**Met1 routing**

Scale bar: 20 µm.
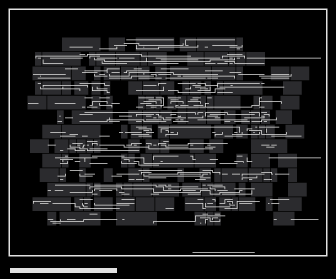
**Signal wires on met2**

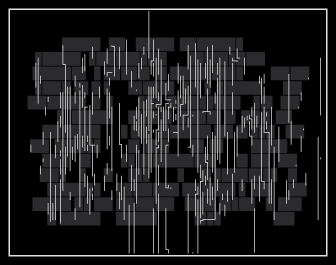
**M3 wires**

Scale bar: 20 µm.
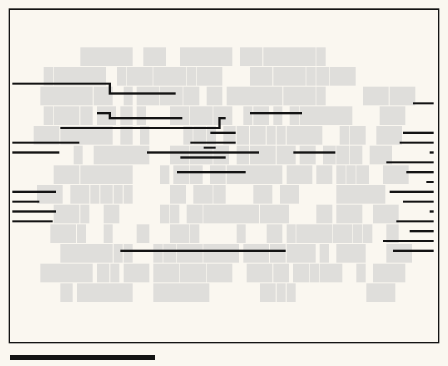
Design multicycle_control, sky130hd; sources not shown.
==> out/notes.md <==
## Run status
• outcome: completed

## Logic synthesis
• most frequent cells after synthesis: nor2_1 (19), dfxtp_1 (16), nand2_1 (15)
• Seq share, synth: 33.6%
• average instance area after synthesis: 7.58 µm²
• flip-flop cell with the highest count after synthesis: dfxtp_1
• asr flop ratio synth: 0%
• number of cells in Yosys stat: 126
• proportion of netlist area held by the largest area contributor: 33.6%
• number of standard cells after synthesis: 126
• Synth Net Count: 139
• Yosys Chip Area: 955 µm²
• number of synthesized flops with an enable pin: 0
• ranking of synthesized cells by area: dfxtp_1 (34%), nor2_1 (7.5%), a21oi_1 (6.8%)
• summed instance area of the synthesized netlist: 955 µm²
• cell type with the largest total area: dfxtp_1
• number of distinct standard cells referenced by the synthesized netlist: 39
• number of warnings issued by yosys: 0
• top cell type by instance count after synthesis: nor2_1
• Yosys reg bits: 16

## Route
• vias per cell: 5.69
• antenna-violating nets left: 0
• Iter 0 DRT Violations: 25
• final routed DRC violation total: 0
• post-DR wirelength/cell: 13.9 µm
• iteration count of the initial detailed-routing pass: 4

## Pwr
• part of the power in registers: 35.1%
• design internal power: 0.522 mW
• combinational share of power: 46.4%
• Total Power: 0.819 mW
• leak pwr: 0.580 nW
• reported net switching power: 0.297 mW
• switching portion of total power: 36.2%
• power per standard cell area: 618 nW/µm²
• worst vdd rail ir drop: 391 µV
• relative contribution of the clock network to total power: 18.4%

## CTS
• clock tree from TritonCTS: done
• later-pin clock latency in the skew report: 0.29 ns
• clock sink count: 16
• clock transition at the register clock pins on the worst setup and hold paths after CTS: 0.10 ns
• CTS buffer count: 3
• Post-CTS Hold Buffers: 0
• CTS Buffer Depth: 2
• clock root buffer: clkbuf_4
• Post-CTS Repair Setup Buffers: 0
• deepest level of the CTS H-tree: 1

## Setup path
• Req. time, crit path: 2.42 ns
• type of element capturing the critical path: output port
• reg2reg setup slack: 1.12 ns
• number of cell instances on the worst register-to-register path: 6
• CP max FO: 4
• start-to-end type of the worst setup path: flop to output port
• Arr. time, crit path: 2.09 ns
• Critical Path Source Type: flop

## Global route
• wire length of the first global-routing pass: 4190 µm
• residual overflow from global routing: 0
• number of global-route vias before repair: 894
• GRT Util Overall: 20.4%
• largest net degree at the start of global routing: 16
• most heavily used metal layer in global routing: met2
• antenna violations before repair: 0

## Cells and area
• final non-filler cell area: 1320 µm²
• fraction of final layout cells sized beyond drive strength 1: 15.2%
• max reg flops: 6
• number of fill cells in the layout: 158
• post-layout utilization of the core: 70.8%
• antenna diode instance count: 0
• Layout area overhead: 38.7%
• post-layout net count: 172

## Final timing
• final max-slew violation count: 0
• normalized max-slew margin: 66.8%
• final setup violating endpoints: 0
• time the final worst path needs with I/O delays and setup: 2.52 ns
• final-layout setup total negative slack: 0 ns
• Worst Tran Pin Value: 0.495 ns
• Worst Setup Slack, final: 0.329 ns
• maximum operating frequency: 0.397 GHz
• number of hold violations in the final report: 0
• largest clock skew in the final design: 0.00938 ns
• RSZ-0062 raised after global routing: true
• period utilisation layout: 88.5%

## Flow run
• OpenROAD warning count: 29
• max-cap violations: 0

## Die
• initial core utilization: 51.0%
• Core Area: 1870 µm²
• Die Size: 2720 µm²
• Site Rows: 13
• count of boundary I/O pins: 30
• die height: 45.9 µm
• die outline width: 59.2 µm

## Worst hold path
• Min-Delay Path Class: flop to flop
• Worst Hold Path Cells: 1

## Place
• setup slack at placement: 0.196 ns
• final weighted congestion in routability-driven placement: 0.922
• post-placement cell area: 1260 µm²
• input/output buffers: 29
• final HPWL from detailed placement: 1940 µm

Notes on 'met1 routing' above:
The layer carries 1180 µm of wire. The longest straight run is 20.7 µm. 147 nets have wire on it. The layer holds 47% of the routed length.
met1 global-route usage: 28.0%
wire length after detailed routing: 2510 µm
via count: 1025

Notes on 'signal wires on met2' above:
The wires run mostly vertical. The longest straight run is 21.8 µm. The layer carries 1110 µm of wire. 149 nets have wire on it.
grt met2 use: 33.6%

Notes on 'M3 wires' above:
The layer holds 8.9% of the routed length. The wires run mostly horizontal. The longest straight run is 22.5 µm. The layer carries 222 µm of wire.
met3 Use GR: 5.38%

-- critical path: stages (launching register included) --
cell and delay [ns]:
dfxtp_2 0.33, or3b_4 0.40, or4_4 0.42, or3_4 0.41, o21bai_4 0.13, buf_6 0.11
-- timing repair --
item,4_1_cts,5_1_grt
pin swaps,0,4
gates resized,13,14
endpoints found under the setup margin,8,6
-- cell families (layout without fill, tap and decap cells) --
group           Yosys count  count (layout)  share of synthesized area [%]
fa+ha+maj                 3               3                           3.93
simple gates             60              60                           32.5
compound gates           27              27                           17.6
mux                       1               1                           1.05
flops                    16              16                           33.6
xor+xnor                  4               4                           3.67
buf+inv                  15              47                           7.73
-- metrics by stage --
stage                     hold WS, ns  instances
after global placement          0.456        176
after floorplan                 0.470        126
after detailed placement        0.459        176
final                           0.489        180
after global routing            0.518        180
after CTS                       0.491        180
-- layout make-up --
class | count | area, µm² | area share [%]
repair buffers | 32 | 304 | 23.0
multi-input cells | 95 | 587 | 44.3
inverters | 11 | 41.3 | 3.12
flip-flops and latches | 16 | 328 | 24.8
well taps | 22 | 27.5 | 2.08
clock buffers | 4 | 36.3 | 2.74
-- power groups by stage --
stage	sequential (mW)	combinational, mW	clock [mW]
2_1_floorplan	0.291	0.204	0
3_5_place_dp	0.287	0.371	0
3_3_place_gp	0.285	0.366	0
5_1_grt	0.293	0.416	0.164
6_report	0.288	0.380	0.151
4_1_cts	0.284	0.364	0.153
-- cell usage in the layout, fill, tap and decap left out, types with 3 or more instances in the layout --
cell	Yosys	final
clkdlybuf4s50_1	0	23
clkbuf_4	0	3
dfxtp_1	16	10
a31oi_1	3	3
nor2_1	19	18
ha_1	3	3
and3_1	5	5
inv_1	10	10
nand2_1	15	15
a21oi_1	13	13
buf_4	0	3
dfxtp_2	0	6
-- routing by layer --
| metal | routed length, µm | part of all wire [%] |
|---|---|---|
| met1 | 1180 | 47 |
| met2 | 1110 | 44 |
| met3 | 222 | 8.9 |
| met4 | 0 | 0 |
| met5 | 0 | 0 |
Power is estimated from default activity; no workload was simulated.
